### src/rtl/frame_rate_divider_if.sv
// Signal bundle for frame_rate_divider: control strobes in, frame/channel pulses
// and status out, plus read-only debug taps of the internal state.
interface frame_rate_divider_if #(
    parameter int CYCLE_W = 20,
    parameter int FRAME_W = 5,
    parameter int NUM_CH  = 4
);
    // Handshake: there is no valid/ready back-pressure. run is a level, load and stop
    // are single-cycle strobes sampled on every rising clock edge and always accepted.
    // ch_pulse is a valid-only one-cycle event with no ready.
    logic                        run;
    logic [NUM_CH-1:0]           load;
    logic [NUM_CH-1:0]           stop;
    logic [NUM_CH*FRAME_W-1:0]   div_in;
    logic [NUM_CH-1:0]           mode_in;
    logic                        frame_tick;
    logic [NUM_CH-1:0]           ch_pulse;
    logic [NUM_CH-1:0]           ch_busy;
    logic [CYCLE_W-1:0]          dbg_cyc_cnt;
    logic [NUM_CH-1:0]           dbg_ch_state;

    modport master (
        output run, load, stop, div_in, mode_in,
        input  frame_tick, ch_pulse, ch_busy, dbg_cyc_cnt, dbg_ch_state
    );

    modport slave (
        input  run, load, stop, div_in, mode_in,
        output frame_tick, ch_pulse, ch_busy, dbg_cyc_cnt, dbg_ch_state
    );
endinterface

### src/rtl/frame_rate_divider.sv
// Shared frame prescaler plus NUM_CH independent frame-count channels, each
// producing periodic or one-shot single-cycle pulses.
module frame_rate_divider #(
    parameter int CYCLE_W          = 20,
    parameter int CYCLES_PER_FRAME = 833333,
    parameter int FRAME_W          = 5,
    parameter int NUM_CH           = 4
) (
    input  logic                 clock,
    input  logic                 reset,
    frame_rate_divider_if.slave  bus
);
    typedef enum logic {
        CH_IDLE   = 1'b0,
        CH_ACTIVE = 1'b1
    } ch_state_t;

    localparam logic [CYCLE_W-1:0] CYC_RELOAD = CYCLE_W'(CYCLES_PER_FRAME - 1);

    logic [CYCLE_W-1:0] cyc_cnt;
    logic               frame_tick;
    logic [NUM_CH-1:0]  pulse_vec;
    logic [NUM_CH-1:0]  busy_vec;

    // Prescaler counts down and reloads on the zero cycle; it freezes while run is low.
    always_ff @(posedge clock) begin
        if (!reset) begin
            cyc_cnt <= CYC_RELOAD;
        end else if (bus.run) begin
            if (cyc_cnt == '0) begin
                cyc_cnt <= CYC_RELOAD;
            end else begin
                cyc_cnt <= cyc_cnt - CYCLE_W'(1);
            end
        end
    end

    assign frame_tick = (cyc_cnt == '0) && bus.run;

    for (genvar i = 0; i < NUM_CH; i++) begin : g_ch
        ch_state_t          state_q, state_d;
        logic [FRAME_W-1:0] count_q, count_d;
        logic [FRAME_W-1:0] div_q, div_d;
        logic               mode_q, mode_d;
        logic               pulse_q, pulse_d;
        logic [FRAME_W-1:0] div_slice;

        assign div_slice = bus.div_in[i*FRAME_W +: FRAME_W];

        always_ff @(posedge clock) begin
            if (!reset) begin
                state_q <= CH_IDLE;
                count_q <= '0;
                div_q   <= '0;
                mode_q  <= 1'b0;
                pulse_q <= 1'b0;
            end else begin
                state_q <= state_d;
                count_q <= count_d;
                div_q   <= div_d;
                mode_q  <= mode_d;
                pulse_q <= pulse_d;
            end
        end

        // Load beats stop beats tick; a zero divisor parks the channel in idle.
        always_comb begin
            state_d = state_q;
            count_d = count_q;
            div_d   = div_q;
            mode_d  = mode_q;
            pulse_d = 1'b0;
            if (bus.load[i]) begin
                div_d   = div_slice;
                mode_d  = bus.mode_in[i];
                count_d = div_slice;
                state_d = (div_slice != '0) ? CH_ACTIVE : CH_IDLE;
            end else if (bus.stop[i]) begin
                state_d = CH_IDLE;
            end else if (frame_tick && (state_q == CH_ACTIVE)) begin
                if (count_q == FRAME_W'(1)) begin
                    pulse_d = 1'b1;
                    if (mode_q) begin
                        state_d = CH_IDLE;
                    end else begin
                        count_d = div_q;
                    end
                end else begin
                    count_d = count_q - FRAME_W'(1);
                end
            end
        end

        assign pulse_vec[i]        = pulse_q;
        assign busy_vec[i]         = (state_q == CH_ACTIVE);
        assign bus.dbg_ch_state[i] = state_q;
    end

    assign bus.frame_tick  = frame_tick;
    assign bus.ch_pulse    = pulse_vec;
    assign bus.ch_busy     = busy_vec;
    assign bus.dbg_cyc_cnt = cyc_cnt;
endmodule

### src/flat_wrapper.sv
// flat-port wrapper written by rule: the top's interface ports become plain ports
module frame_rate_divider_flat 
#(
    parameter int CYCLE_W          = 20,
    parameter int CYCLES_PER_FRAME = 833333,
    parameter int FRAME_W          = 5,
    parameter int NUM_CH           = 4
)
  (clock, reset, bus_run, bus_load, bus_stop, bus_div_in, bus_mode_in, bus_frame_tick, bus_ch_pulse, bus_ch_busy, bus_dbg_cyc_cnt, bus_dbg_ch_state);
  frame_rate_divider_if #(.CYCLE_W(CYCLE_W), .FRAME_W(FRAME_W), .NUM_CH(NUM_CH)) bus_i ();
  input  logic clock;
  input  logic reset;
  input wire logic [$bits(bus_i.run)-1:0] bus_run;
  input wire logic [$bits(bus_i.load)-1:0] bus_load;
  input wire logic [$bits(bus_i.stop)-1:0] bus_stop;
  input wire logic [$bits(bus_i.div_in)-1:0] bus_div_in;
  input wire logic [$bits(bus_i.mode_in)-1:0] bus_mode_in;
  output wire logic [$bits(bus_i.frame_tick)-1:0] bus_frame_tick;
  output wire logic [$bits(bus_i.ch_pulse)-1:0] bus_ch_pulse;
  output wire logic [$bits(bus_i.ch_busy)-1:0] bus_ch_busy;
  output wire logic [$bits(bus_i.dbg_cyc_cnt)-1:0] bus_dbg_cyc_cnt;
  output wire logic [$bits(bus_i.dbg_ch_state)-1:0] bus_dbg_ch_state;
  assign bus_i.run = bus_run;
  assign bus_i.load = bus_load;
  assign bus_i.stop = bus_stop;
  assign bus_i.div_in = bus_div_in;
  assign bus_i.mode_in = bus_mode_in;
  assign bus_frame_tick = bus_i.frame_tick;
  assign bus_ch_pulse = bus_i.ch_pulse;
  assign bus_ch_busy = bus_i.ch_busy;
  assign bus_dbg_cyc_cnt = bus_i.dbg_cyc_cnt;
  assign bus_dbg_ch_state = bus_i.dbg_ch_state;
  frame_rate_divider #(.CYCLE_W(CYCLE_W), .CYCLES_PER_FRAME(CYCLES_PER_FRAME), .FRAME_W(FRAME_W), .NUM_CH(NUM_CH)) u_core (.clock(clock), .reset(reset), .bus(bus_i));
endmodule
### config.mk
export PLATFORM = sky130hd
export DESIGN_NAME = frame_rate_divider_flat
export DESIGN_NICKNAME = d
export VERILOG_FILES = /design/src/rtl/frame_rate_divider_if.sv /design/src/rtl/frame_rate_divider.sv /design/src/flat_wrapper.sv
export SDC_FILE = /design/constraint.sdc
export NUM_CORES = 1
export LEC_CHECK = 0
export CAP_MARGIN = 20
export CORE_AREA = 2 2 116 118
export DETAILED_ROUTE_END_ITERATION = 6
export DIE_AREA = 0 0 118 120
export SLEW_MARGIN = 20
export SYNTH_ARGS = -nofsm -noshare
export SYNTH_HDL_FRONTEND = slang
export SYNTH_SLANG_ARGS = --single-unit
export TNS_END_PERCENT = 50
### constraint.sdc
create_clock -name clock -period 2.65 [get_ports clock]
set_input_delay 0.3975 -clock clock [delete_from_list [all_inputs] [get_ports clock]]
set_output_delay 0.3975 -clock clock [all_outputs]
set_load 0.1 [all_outputs]
Cell sizes after repair:
Drawn at 3 px/µm.
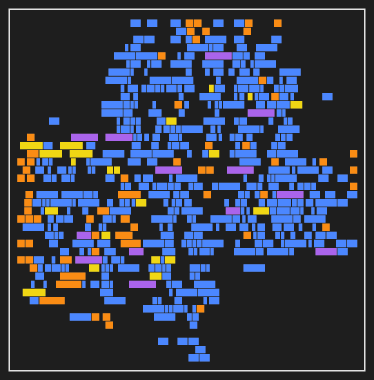
legend:
  yellow:
    size: x2
    cells: 21
  purple:
    size: x6 and larger
    cells: 13
  orange:
    size: x3 and x4
    cells: 62
  blue:
    size: x1 and smaller
    cells: 419
nonclk buf count: 87
Area Overhead vs Synth: 29.3%
setup ws final: 0.0700 ns

A small window of the routed layout:
Region (17, 78) to (42, 103) µm. Cells in grey, sequential cells in the stronger grey; small squares are vias.
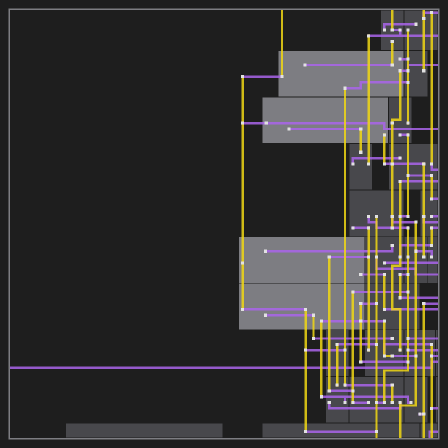
legend:
  yellow:
    layer: M2
  purple:
    layer: M1
most frequent: nor2_1 (5), dfxtp_1 (4)
cells with their middle in the window: 21
sequential cells in the window: 4
netlist names of flops here include: u_core.g_ch.count_q (2), u_core.g_ch.div_q (2)

==> ci_impl_report.md <==
### Yosys + OpenROAD results

| Metric | Value |
|---|---|
| CP Buf/Inv Count | 2 |
| Sw Pwr | 0.778 mW |
| Xor and xnor area share after synthesis | 5.52% |
| FF-to-FF End | u_core.g_ch[2].count_q[2]$_SDFFE_PN0P_ |
| Top delay family on crit path | simple AND/OR/NAND/NOR gates |
| Clock Power Share | 41.1% |
| Flop pwr share | 42.4% |
| Floorplan utilization | 29.3% |
| Core area | 13000 µm² |
| Worst min path class | flip-flop to flip-flop |
| Top-area cell share | 37.9% |
| Final instance area | 4920 µm² |
| Die height | 120 µm |
| Simple-Gate Fraction of Synth Area | 26.0% |
| Filler instances | 1318 |
| Critical path class | flip-flop to output pin |
| Final Power | 2.80 mW |
| Cell Area, Synth | 3810 µm² |
| Post-Synthesis Cells | 444 |
| P_int | 2.02 mW |
| Diodes inserted | 0 |
| Static Leak | 1.88 nW |
| Cell Type Count | 59 |
| CTS H-tree lvls | 3 |
| I/O pin cnt | 68 |
| Syn. warnings | 0 |
| Status | completed |
| PortBufs | 67 |
| Overall routing resource usage | 14.7% |
| Mean Syn Cell Area | 8.57 µm² |
| Cts hold-fix bufs | 0 |
| Worst r2r src | u_core.bus.dbg_cyc_cnt[9]$_SDFFE_PN1P_ |
| Min Tclk post-route | 2.58 ns |
| Yosys synthesis chip area | 3810 µm² |
| First-pass GRT wire length | 17000 µm |
| Clock buffer depth | 2 |
| Share of cells above drive strength 1 | 18.6% |
| RSZ-0062 raised after global routing | no |
| Nets@finish | 555 |
| Clock skew | 0.00456 ns |
| Critical Path AT | 2.18 ns |
| Highest-delay cell along the critical path | or4_4 |
| Vias per cell | 4.91 |
| CP startpoint kind | flip-flop |
| Hold EP | u_core.g_ch[0].div_q[4]$_SDFFE_PN0P_ |
| Hold Path Stages | 2 |
| GR Overflow Total | 0 |
| Placed Cells incl. Taps | 675 |
| Initial antenna violation count | 0 |
| Final ANT Viol Nets | 0 |
Congestion heat map:
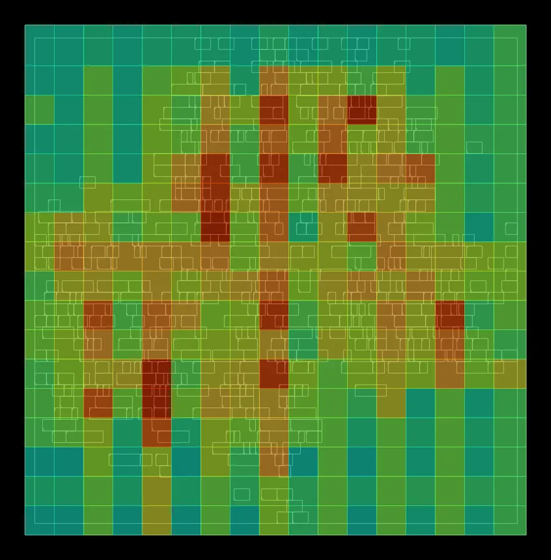
WL/cell: 14.3 µm
grt met1 use: 18.3%
Layout Utilization: 37.9%
M3 GR Usage: 4.04%
busiest grt layer: met2

The metal 1 layer:
Drawn at 4 px/µm.
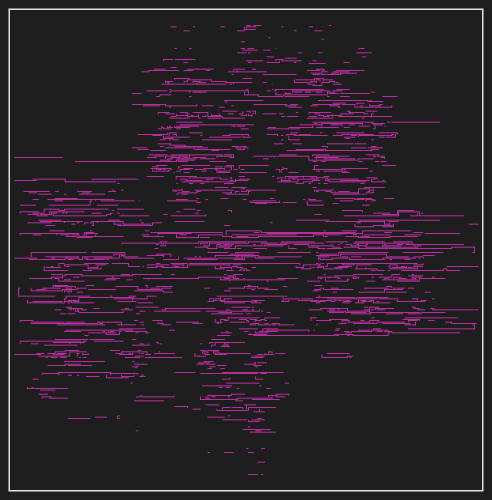
nets with wire on the layer: 494
longest straight run: 27.6 µm
wire length on this layer: 4660 µm
main direction: horizontal
share of all routed wire: 47%
via count: 3394
final wirelength: 9910 µm

==> worst register-to-register path: stages (launching register included) <==
cell and delay [ns]:
dfxtp_1 0.38, or4_1 0.66, nor3_2 0.34, nand3_1 0.20
a2111oi_0 0.42, a211oi_1 0.09
==> power groups by stage <==
stage,sequential (mW),combinational [mW],clock [mW]
2_1_floorplan,1.24,0.279,0
3_3_place_gp,1.20,0.455,0
3_5_place_dp,1.21,0.460,0
4_1_cts,1.18,0.462,1.18
5_1_grt,1.19,0.503,1.24
6_report,1.19,0.461,1.15
==> state kept, by name (all words and copies together), names as in the netlist <==
register and cells:
u_core.g_ch.count_q 20, u_core.g_ch.pulse_q 4, u_core.bus.dbg_cyc_cnt 20, u_core.g_ch.mode_q 4
u_core.g_ch.div_q 20, u_core.g_ch.state_q 4
==> how the worst max path moves through the flow <==
stage                                            startpoint                                endpoint  cells past startpoint
floorplan            u_core.bus.dbg_cyc_cnt[4]$_SDFFE_PN1P_  u_core.g_ch[2].count_q[0]$_SDFFE_PN0P_                      7
global placement                                    bus_run  u_core.g_ch[3].count_q[2]$_SDFFE_PN0P_                      7
detailed placement                                  bus_run  u_core.g_ch[3].count_q[3]$_SDFFE_PN0P_                      7
CTS                  u_core.bus.dbg_cyc_cnt[4]$_SDFFE_PN1P_                          bus_frame_tick                      5
global route        u_core.bus.dbg_cyc_cnt[13]$_SDFFE_PN1P_                          bus_frame_tick                      5
finish              u_core.bus.dbg_cyc_cnt[13]$_SDFFE_PN1P_                          bus_frame_tick                      5
==> layout make-up <==
cell class              count  area (µm²)  share of cell area, %
well taps                 176         220                   4.47
clock buffers              13         270                   5.49
repair buffers             87         751                   15.3
inverters                  17        63.8                   1.30
clock inverters             3        15.0                  0.305
multi-input cells         323        2140                   43.5
flip-flops and latches     72        1460                   29.6
==> cells in the final DEF (no fill, tap or decap), drive strengths merged, types with 2 or more instances in the layout <==
cell | netlist | routed
a211o | 3 | 3
a211oi | 7 | 7
a21oi | 23 | 23
a311o | 3 | 3
a311oi | 5 | 5
a31oi | 6 | 6
and2 | 4 | 4
buf | 16 | 53
clkbuf | 16 | 13
clkdlybuf4s50 | 0 | 34
clkinv | 3 | 6
dfxtp | 72 | 72
ha | 10 | 10
inv | 14 | 14
mux2 | 2 | 2
mux2i | 29 | 29
nand2 | 27 | 27
nand2b | 8 | 8
nand3 | 15 | 15
nand3b | 2 | 2
nand4 | 6 | 6
nor2 | 61 | 61
nor2b | 5 | 5
nor3 | 15 | 15
nor3b | 3 | 3
nor4 | 9 | 9
nor4b | 4 | 4
o211ai | 2 | 2
o21a | 2 | 2
o21ai | 18 | 18
or2 | 2 | 2
or3 | 3 | 3
or4 | 10 | 10
or4b | 3 | 3
xnor2 | 14 | 14
xor2 | 10 | 10
==> timing repair <==
| action | 4_1_cts | 5_1_grt |
|---|---|---|
| resized | 1 | 1 |
| setup endpoints to repair | 1 | 1 |
| pin swaps | 0 | 0 |
==> layer usage <==
layer | vias to the layer above | global-route usage, % | wire (µm)
li1 | 1695 | - | -
met1 | 1615 | 18.3 | 4660
met2 | 68 | 23.7 | 4570
met3 | 16 | 4.04 | 450
met4 | 0 | 6.48 | 237
met5 | - | 0 | 0
No activity file was given, so power comes from the tool's default toggle rates.
